File: config.mk
export PLATFORM = sky130hd
export DESIGN_NAME = hsid_mse_ctrl_flat
export DESIGN_NICKNAME = d
export VERILOG_FILES = /design/src/rtl/hsid_mse_ctrl_if.sv /design/src/rtl/hsid_mse_ctrl.sv /design/src/flat_wrapper.sv
export SDC_FILE = /design/constraint.sdc
export NUM_CORES = 1
export LEC_CHECK = 0
export ABC_AREA = 1
export CORE_MARGIN = 10
export CORE_UTILIZATION = 46
export CTS_BUF_LIST = sky130_fd_sc_hd__clkbuf_16
export DETAILED_ROUTE_END_ITERATION = 7
export PLACE_DENSITY = 0.82
export SYNTH_ARGS = -nofsm -noshare
export SYNTH_HDL_FRONTEND = slang
export SYNTH_SLANG_ARGS = --single-unit
File: constraint.sdc
create_clock -name clk -period 2.8 [get_ports clk]
set_input_delay 0.56 -clock clk [delete_from_list [all_inputs] [get_ports clk]]
set_output_delay 0.56 -clock clk [all_outputs]
set_load 0.005 [all_outputs]
File: src/rtl/hsid_mse_ctrl_if.sv
// ---------------------------------------------------------------------------
// hsid_mse_ctrl_if
// Upstream band-word stream into the HSID MSE sequencing controller.
//   band_data_in_valid : source has a word pair this cycle
//   band_data_in_a     : packed pixel word (two bands)
//   band_data_in_b     : packed library word (two bands)
//   ready              : controller accepts; a beat transfers on valid && ready
// master = upstream source, slave = controller.
// ---------------------------------------------------------------------------
interface hsid_mse_ctrl_if #(
  parameter int WORD_WIDTH = 32
);
  logic                  band_data_in_valid;
  logic [WORD_WIDTH-1:0] band_data_in_a;
  logic [WORD_WIDTH-1:0] band_data_in_b;
  logic                  ready;

  modport master (
    output band_data_in_valid,
    output band_data_in_a,
    output band_data_in_b,
    input  ready
  );

  modport slave (
    input  band_data_in_valid,
    input  band_data_in_a,
    input  band_data_in_b,
    output ready
  );
endinterface

File: src/rtl/hsid_mse_ctrl.sv
// ---------------------------------------------------------------------------
// hsid_mse_ctrl
// Sequencing controller for the two-channel MSE datapath. After start it
// frames the incoming word-pair stream per library entry, collects one MSE
// result per entry, tracks min/max MSE with their references, and pulses
// done once every result has arrived.
// Ports:
//   clk, rst                    clock, synchronous active-high reset
//   start, cancel               run command / abort
//   hsp_library_size_in         library entries S (sampled on accepted start)
//   hsp_bands_in                bands per pixel B (sampled on accepted start)
//   up (slave)                  upstream valid / word a / word b / ready
//   dp_clear                    datapath clear strobe
//   dp_band_pack_*              beat framing and masked word pair
//   dp_hsp_ref, dp_hsp_bands    current library index, latched band count
//   dp_mse_valid/value/ref      datapath result strobe, value, reference
//   dp_acc_of                   datapath accumulator overflow
//   mse_min_*, mse_max_*        running min / max MSE and references
//   acc_of_flag                 sticky overflow over accepted results
//   done, idle                  completion pulse, idle status
// ---------------------------------------------------------------------------
module hsid_mse_ctrl #(
  parameter int WORD_WIDTH        = 32,
  parameter int HSP_BANDS_WIDTH   = 9,
  parameter int HSP_LIBRARY_WIDTH = 8
) (
  input  logic                         clk,
  input  logic                         rst,
  input  logic                         start,
  input  logic                         cancel,
  input  logic [HSP_LIBRARY_WIDTH-1:0] hsp_library_size_in,
  input  logic [HSP_BANDS_WIDTH-1:0]   hsp_bands_in,
  hsid_mse_ctrl_if.slave               up,
  output logic                         dp_clear,
  output logic                         dp_band_pack_valid,
  output logic                         dp_band_pack_start,
  output logic                         dp_band_pack_last,
  output logic [WORD_WIDTH-1:0]        dp_band_pack_a,
  output logic [WORD_WIDTH-1:0]        dp_band_pack_b,
  output logic [HSP_LIBRARY_WIDTH-1:0] dp_hsp_ref,
  output logic [HSP_BANDS_WIDTH-1:0]   dp_hsp_bands,
  input  logic                         dp_mse_valid,
  input  logic                         dp_acc_of,
  input  logic [WORD_WIDTH-1:0]        dp_mse_value,
  input  logic [HSP_LIBRARY_WIDTH-1:0] dp_mse_ref,
  output logic [WORD_WIDTH-1:0]        mse_min_value,
  output logic [WORD_WIDTH-1:0]        mse_max_value,
  output logic [HSP_LIBRARY_WIDTH-1:0] mse_min_ref,
  output logic [HSP_LIBRARY_WIDTH-1:0] mse_max_ref,
  output logic                         acc_of_flag,
  output logic                         done,
  output logic                         idle
);

  localparam int HALF = WORD_WIDTH / 2;

  typedef enum logic [1:0] {S_IDLE, S_STREAM, S_DRAIN, S_DONE} state_t;

  // Zero the upper band of a word when the pixel has an odd band count and
  // this is the final word of the entry (only the lower band is real).
  function automatic logic [WORD_WIDTH-1:0] mask_upper(
    input logic [WORD_WIDTH-1:0] word,
    input logic                  en
  );
    return en ? {{HALF{1'b0}}, word[HALF-1:0]} : word;
  endfunction

  state_t                       state_q, state_d;
  logic [HSP_LIBRARY_WIDTH-1:0] size_q;
  logic [HSP_BANDS_WIDTH-1:0]   bands_q;
  logic [HSP_BANDS_WIDTH-1:0]   w_q;
  logic [HSP_LIBRARY_WIDTH-1:0] p_q;
  logic [HSP_LIBRARY_WIDTH:0]   r_q;
  logic [HSP_LIBRARY_WIDTH:0]   r_next;
  logic [HSP_BANDS_WIDTH-1:0]   words;
  logic                         beat, last_word, accept_start, abort, collect;
  logic [WORD_WIDTH-1:0]        min_q, max_q;
  logic [HSP_LIBRARY_WIDTH-1:0] min_ref_q, max_ref_q;
  logic                         acc_of_q;

  // ceil(B/2) words per entry, computed without a carry bit
  assign words     = (bands_q >> 1) + {{(HSP_BANDS_WIDTH-1){1'b0}}, bands_q[0]};
  assign last_word = (w_q == words - 1'b1);
  assign beat      = up.band_data_in_valid && (state_q == S_STREAM);
  assign collect   = dp_mse_valid && (state_q != S_IDLE) && !cancel;
  assign r_next    = r_q + {{HSP_LIBRARY_WIDTH{1'b0}}, dp_mse_valid};

  always_comb begin
    state_d      = state_q;
    accept_start = (state_q == S_IDLE) && start && !cancel;
    abort        = (state_q != S_IDLE) && cancel;
    dp_clear     = !rst && (accept_start || abort);
    up.ready     = (state_q == S_STREAM);
    idle         = (state_q == S_IDLE);
    done         = (state_q == S_DONE) && !cancel;
    unique case (state_q)
      S_IDLE: begin
        if (accept_start) begin
          if ((hsp_library_size_in == '0) || (hsp_bands_in == '0)) state_d = S_DONE;
          else                                                    state_d = S_STREAM;
        end
      end
      S_STREAM: begin
        if (abort)                                               state_d = S_IDLE;
        else if (beat && last_word && (p_q == size_q - 1'b1))    state_d = S_DRAIN;
      end
      S_DRAIN: begin
        if (abort)                                               state_d = S_IDLE;
        else if (r_next == {1'b0, size_q})                       state_d = S_DONE;
      end
      S_DONE:                                                    state_d = S_IDLE;
      default:                                                   state_d = S_IDLE;
    endcase
  end

  // Beat framing is combinational: the datapath sees the word in the same
  // cycle it transfers.
  assign dp_band_pack_valid = beat;
  assign dp_band_pack_start = (w_q == '0);
  assign dp_band_pack_last  = last_word;
  assign dp_band_pack_a     = mask_upper(up.band_data_in_a, bands_q[0] && last_word);
  assign dp_band_pack_b     = mask_upper(up.band_data_in_b, bands_q[0] && last_word);
  assign dp_hsp_ref         = p_q;
  assign dp_hsp_bands       = bands_q;
  assign mse_min_value      = min_q;
  assign mse_max_value      = max_q;
  assign mse_min_ref        = min_ref_q;
  assign mse_max_ref        = max_ref_q;
  assign acc_of_flag        = acc_of_q;

  always_ff @(posedge clk) begin
    if (rst) begin
      state_q   <= S_IDLE;
      size_q    <= '0;
      bands_q   <= '0;
      w_q       <= '0;
      p_q       <= '0;
      r_q       <= '0;
      min_q     <= '0;
      max_q     <= '0;
      min_ref_q <= '0;
      max_ref_q <= '0;
      acc_of_q  <= 1'b0;
    end else begin
      state_q <= state_d;
      if (accept_start) begin
        size_q    <= hsp_library_size_in;
        bands_q   <= hsp_bands_in;
        w_q       <= '0;
        p_q       <= '0;
        r_q       <= '0;
        min_q     <= '1;
        max_q     <= '0;
        min_ref_q <= '0;
        max_ref_q <= '0;
        acc_of_q  <= 1'b0;
      end else begin
        if (beat) begin
          if (last_word) begin
            w_q <= '0;
            p_q <= p_q + 1'b1;
          end else begin
            w_q <= w_q + 1'b1;
          end
        end
        // Strict compares: on a tie the earlier reference is kept.
        if (collect) begin
          r_q <= r_next;
          if (dp_mse_value < min_q) begin
            min_q     <= dp_mse_value;
            min_ref_q <= dp_mse_ref;
          end
          if (dp_mse_value > max_q) begin
            max_q     <= dp_mse_value;
            max_ref_q <= dp_mse_ref;
          end
          acc_of_q <= acc_of_q | dp_acc_of;
        end
      end
    end
  end

endmodule

File: src/flat_wrapper.sv
// flat-port wrapper written by rule: the top's interface ports become plain ports
module hsid_mse_ctrl_flat 
#(
  parameter int WORD_WIDTH        = 32,
  parameter int HSP_BANDS_WIDTH   = 9,
  parameter int HSP_LIBRARY_WIDTH = 8
)
  (clk, rst, start, cancel, hsp_library_size_in, hsp_bands_in, dp_clear, dp_band_pack_valid, dp_band_pack_start, dp_band_pack_last, dp_band_pack_a, dp_band_pack_b, dp_hsp_ref, dp_hsp_bands, dp_mse_valid, dp_acc_of, dp_mse_value, dp_mse_ref, mse_min_value, mse_max_value, mse_min_ref, mse_max_ref, acc_of_flag, done, idle, up_band_data_in_valid, up_band_data_in_a, up_band_data_in_b, up_ready);
  hsid_mse_ctrl_if #(.WORD_WIDTH(WORD_WIDTH)) up_i ();
  input  logic clk;
  input  logic rst;
  input  logic start;
  input  logic cancel;
  input  logic [HSP_LIBRARY_WIDTH-1:0] hsp_library_size_in;
  input  logic [HSP_BANDS_WIDTH-1:0] hsp_bands_in;
  output logic dp_clear;
  output logic dp_band_pack_valid;
  output logic dp_band_pack_start;
  output logic dp_band_pack_last;
  output logic [WORD_WIDTH-1:0] dp_band_pack_a;
  output logic [WORD_WIDTH-1:0] dp_band_pack_b;
  output logic [HSP_LIBRARY_WIDTH-1:0] dp_hsp_ref;
  output logic [HSP_BANDS_WIDTH-1:0] dp_hsp_bands;
  input  logic dp_mse_valid;
  input  logic dp_acc_of;
  input  logic [WORD_WIDTH-1:0] dp_mse_value;
  input  logic [HSP_LIBRARY_WIDTH-1:0] dp_mse_ref;
  output logic [WORD_WIDTH-1:0] mse_min_value;
  output logic [WORD_WIDTH-1:0] mse_max_value;
  output logic [HSP_LIBRARY_WIDTH-1:0] mse_min_ref;
  output logic [HSP_LIBRARY_WIDTH-1:0] mse_max_ref;
  output logic acc_of_flag;
  output logic done;
  output logic idle;
  input wire logic [$bits(up_i.band_data_in_valid)-1:0] up_band_data_in_valid;
  input wire logic [$bits(up_i.band_data_in_a)-1:0] up_band_data_in_a;
  input wire logic [$bits(up_i.band_data_in_b)-1:0] up_band_data_in_b;
  output wire logic [$bits(up_i.ready)-1:0] up_ready;
  assign up_i.band_data_in_valid = up_band_data_in_valid;
  assign up_i.band_data_in_a = up_band_data_in_a;
  assign up_i.band_data_in_b = up_band_data_in_b;
  assign up_ready = up_i.ready;
  hsid_mse_ctrl #(.WORD_WIDTH(WORD_WIDTH), .HSP_BANDS_WIDTH(HSP_BANDS_WIDTH), .HSP_LIBRARY_WIDTH(HSP_LIBRARY_WIDTH)) u_core (.clk(clk), .rst(rst), .start(start), .cancel(cancel), .hsp_library_size_in(hsp_library_size_in), .hsp_bands_in(hsp_bands_in), .up(up_i), .dp_clear(dp_clear), .dp_band_pack_valid(dp_band_pack_valid), .dp_band_pack_start(dp_band_pack_start), .dp_band_pack_last(dp_band_pack_last), .dp_band_pack_a(dp_band_pack_a), .dp_band_pack_b(dp_band_pack_b), .dp_hsp_ref(dp_hsp_ref), .dp_hsp_bands(dp_hsp_bands), .dp_mse_valid(dp_mse_valid), .dp_acc_of(dp_acc_of), .dp_mse_value(dp_mse_value), .dp_mse_ref(dp_mse_ref), .mse_min_value(mse_min_value), .mse_max_value(mse_max_value), .mse_min_ref(mse_min_ref), .mse_max_ref(mse_max_ref), .acc_of_flag(acc_of_flag), .done(done), .idle(idle));
endmodule
==> results.txt <==
run results: Layout Area Growth over Synthesis=40.1%, #FFs+latches synth=126, post-route clock skew=approximately 0.009 ns, worst path arrival time=roughly 2.5 ns, WHS=0.457 ns, number of global-route vias before repair=8,362, Inserted Diodes=0, worst reg2reg endpoint=u_core.dp_hsp_ref[5]$_SDFFE_PP0P_, violated checks=setup timing, placed standard-cell area=10,700 um2, launching element of the worst setup path=u_core.dp_hsp_bands[0]$_SDFFE_PP0P_, Worst Hold End=u_core.acc_of_flag$_SDFFE_PP0P_, VDD IR-drop max=0.461 mV, syn avg cell area=6.77 um2, cell at the root of the clock tree=sky130_fd_sc_hd__clkbuf_16, quantity of gates resized following cts=between 150 and 200, Max Root-Sink Buffers=2, net total in the final layout=1,633, number of buffers inserted by port buffering=232, Clk pwr share=0.412, last weighted congestion value of the routability-driven placer=~0.97, Setup crit start kind=register, unrepaired setup endpoints after global routing=yes, library cells used by synthesis=38, post-synth top area share=0.310, post-CTS setup buffer count=9, total overflow reported by the global router=0, detailed router's first-iteration violation count=484, detailed-route wire length per cell=17.0 um, non-filler instance count after layout=1,672, total tool warning count=29, result of the run=complete, but fails checks, share of post-route cells with drive strength above 1=0.143, die footprint=23,400 um2, DRC violation count after routing=0, number of antenna violations at the first check in global routing=0, type of the worst setup path=reg2out, critical path endpoint category=output pin, net count after synthesis=1,400, number of hold-slack violations in the final timing report=0, Std-Cell Rows=48, hold_sp=u_core.acc_of_flag$_SDFFE_PP0P_, Syn Std Cell Area=8130 um2, final routed wirelength across all metal layers=between 20 and 30 mm, sequential element share of the synthesized area=0.310, Worst Tran Pin Value=~0.74 ns, worst hold path type=reg2reg, standby leakage power=4.71 nW, crit path setup slack, layout=-0.251 ns, clock buffers created by TritonCTS=17, routed via count=8,739, post-DP HPWL=21.4 mm, maximum level of the CTS H-tree=4, r2r startpoint=u_core.dp_hsp_bands[0]$_SDFFE_PP0P_, Floorplan Utilization=0.470, Pins Over Slew Limit=0, leading cell types in the layout, fill and taps excluded=sky130_fd_sc_hd__nand2_1, sky130_fd_sc_hd__clkdlybuf4s50_1, sky130_fd_sc_hd__inv_1, sky130_fd_sc_hd__a21oi_1, sky130_fd_sc_hd__nand3_1, Post-DRT Antenna Nets=0, count of pins on the block boundary=a little under 300, Internal Pwr Total=about 4.0 mW, Cells after Synth=around 1,200, register-to-register setup slack=0.56 ns, number of instances on the worst hold path=2, final worst path period need=slightly above 3 ns, hold buffer count at CTS=0, capture point of the worst path=dp_band_pack_a[31], Switching Fraction=0.292, cells on worst reg2reg path=17, fraction of the cycle the final worst path needs=1.09, register share of total power=0.347, count of synthesis-stage warnings from yosys=0, total instance count after detailed placement=about 1,600, Yosys chip area=8130 um2, wire length of the first global-routing pass=44.6 mm, source-to-sink clock delay at the later pin of the worst-skew pair=roughly 0.42 ns, total of endpoints with negative setup slack in the final report=32, power density over cell area=498 nW/um2, CTS tree=built, Net Switching=roughly 1.7 mW, count of maximum capacitance violations=0, clock slew at the register clock pins of the worst setup and hold paths=0.06 ns, length of the first detailed-routing pass in iterations=5, pin count of the biggest net entering global routing=roughly 70, height of the die=153 um, detailed-route vias per instance=around 5.2, Cell area leaders=sky130_fd_sc_hd__dfxtp_1, sky130_fd_sc_hd__nand2_1, sky130_fd_sc_hd__ha_1, setup TNS=-7.64 ns, Max Fanout on Critical Path=8, total core area=17,300 um2, logic gate share of total power=0.241, Highest Clock Rate=328 MHz, chip width=around 150 um, most area-hungry cell type in the Yosys netlist=sky130_fd_sc_hd__dfxtp_1, most used logic cell in the final layout=sky130_fd_sc_hd__nand2_1, data required time of the worst path=2.24 ns, area of all placed cells without fillers=11,400 um2, Worst slew margin=0.504, total cells reported by yosys after synthesis=approximately 1,200, clock sink count=126
-- worst max-delay path, stage by stage (launching register included) --
cell and delay [ns]:
sky130_fd_sc_hd__dfxtp_2 0.34, sky130_fd_sc_hd__inv_2 0.05, sky130_fd_sc_hd__ha_4 0.16, sky130_fd_sc_hd__ha_4 0.27, sky130_fd_sc_hd__inv_2 0.03, sky130_fd_sc_hd__nand2_2 0.05, sky130_fd_sc_hd__nand2_1 0.04, sky130_fd_sc_hd__nor2_1 0.09
sky130_fd_sc_hd__nand3_1 0.07, sky130_fd_sc_hd__nor2_1 0.10, sky130_fd_sc_hd__nand3_1 0.12, sky130_fd_sc_hd__nor2_4 0.13, sky130_fd_sc_hd__inv_2 0.06, sky130_fd_sc_hd__nor2_4 0.11, sky130_fd_sc_hd__buf_6 0.13, sky130_fd_sc_hd__buf_8 0.14
sky130_fd_sc_hd__nor2_1 0.04, sky130_fd_sc_hd__buf_2 0.12
-- cell families (layout without fill, tap and decap cells) --
| kind of cell | count (synthesis) | in the layout | share of synthesized area |
|---|---|---|---|
| AOI/OAI and AO/OA | 203 | 203 | 0.131 |
| and+or+nand+nor | 534 | 534 | 0.294 |
| DFF | 126 | 126 | 0.310 |
| buffers and inverters | 250 | 496 | 0.137 |
| xor gates and xnor gates | 17 | 17 | 0.0183 |
| adders and majority gates | 71 | 71 | 0.109 |
-- power by group through the flow --
stage | logic (mW) | clock network [mW] | registers [mW]
floorplan | 0.748 | 0 | 1.99
global placement | 1.31 | 0 | 2.00
detailed placement | 1.34 | 0 | 2.00
CTS | 1.35 | 2.38 | 1.97
global route | 1.52 | 2.46 | 1.98
finish | 1.37 | 2.34 | 1.97
-- sequential cells by signal, summed over array words and instances (netlist names) --
register and count:
u_core.mse_max_value 32, u_core.mse_min_value 32, u_core.dp_hsp_bands 9, u_core.r_q 9, u_core.w_q 9, u_core.dp_hsp_ref 8, u_core.mse_max_ref 8, u_core.mse_min_ref 8
u_core.size_q 8, u_core.state_q 2, u_core.acc_of_flag 1
-- cell usage after synthesis, drive strengths merged --
library cell	number
buf	50
o211ai	4
o21bai	1
or2	31
nand3	131
inv	172
xnor2	4
nor3b	1
dfxtp	126
a22oi	1
nand4	9
o2111ai	1
a21oi	151
o21a	2
a31oi	1
nor2	92
nand2	253
clkbuf	27
nor3	10
xor2	13
nor4	7
o21ai	40
a211oi	2
clkinv	1
ha	71
-- per-layer routing --
metal  global-route usage  vias up  share of wire
met4               0.0677        0          0.020
met3               0.0828       38          0.086
li1                     -     4327              -
met2                0.414      323           0.50
met1                0.255     4051           0.39
met5                    0        -              0
-- area by class of cell --
class | instances | area (um2)
clock buffers | 17 | 425
clock inverters | 15 | 195
fillers | 1495 | 5910
inverters | 173 | 651
multi-input cells | 825 | 4590
flip-flops and latches | 126 | 2520
well taps | 225 | 282
repair buffers | 291 | 2720
-- per-stage QoR --
| step | setup slack, ns | power, mW |
|---|---|---|
| after floorplan | 0.286 | 2.74 |
| after global placement | -0.0861 | 3.31 |
| after detailed placement | -0.172 | 3.34 |
| after CTS | -0.348 | 5.70 |
| after global routing | -0.382 | 5.96 |
| final | -0.251 | 5.67 |
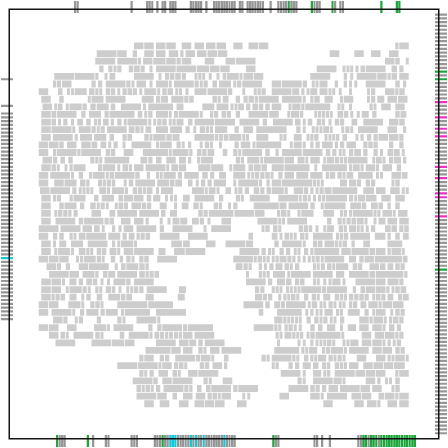
(images/io_placement.png)
Pins as bars across the die edge, other pins in grey.
| colour | port | pins | direction | edge |
|---|---|---|---|---|
| cyan | `mse_min_ref` | 8 | output | 7 south, 1 west |
| magenta | `hsp_bands_in` | 9 | input | east |
| green | `up_band_data_in_b` | 32 | input | 23 south, 6 north, 3 east |
all pins by edge: 111 east, 73 south, 57 west, 56 north

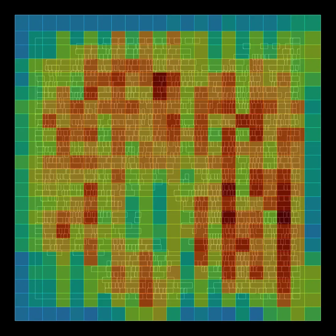
(images/congestion.png)
fraction of met3 tracks used by global routing: 0.0828
met1 GRT Util: 0.255
overall fraction of global-route tracks in use: 0.233
most used routing layer: met2
utilization after layout: 0.659

Power figures rest on the tool's default switching activity, not on a simulated workload.
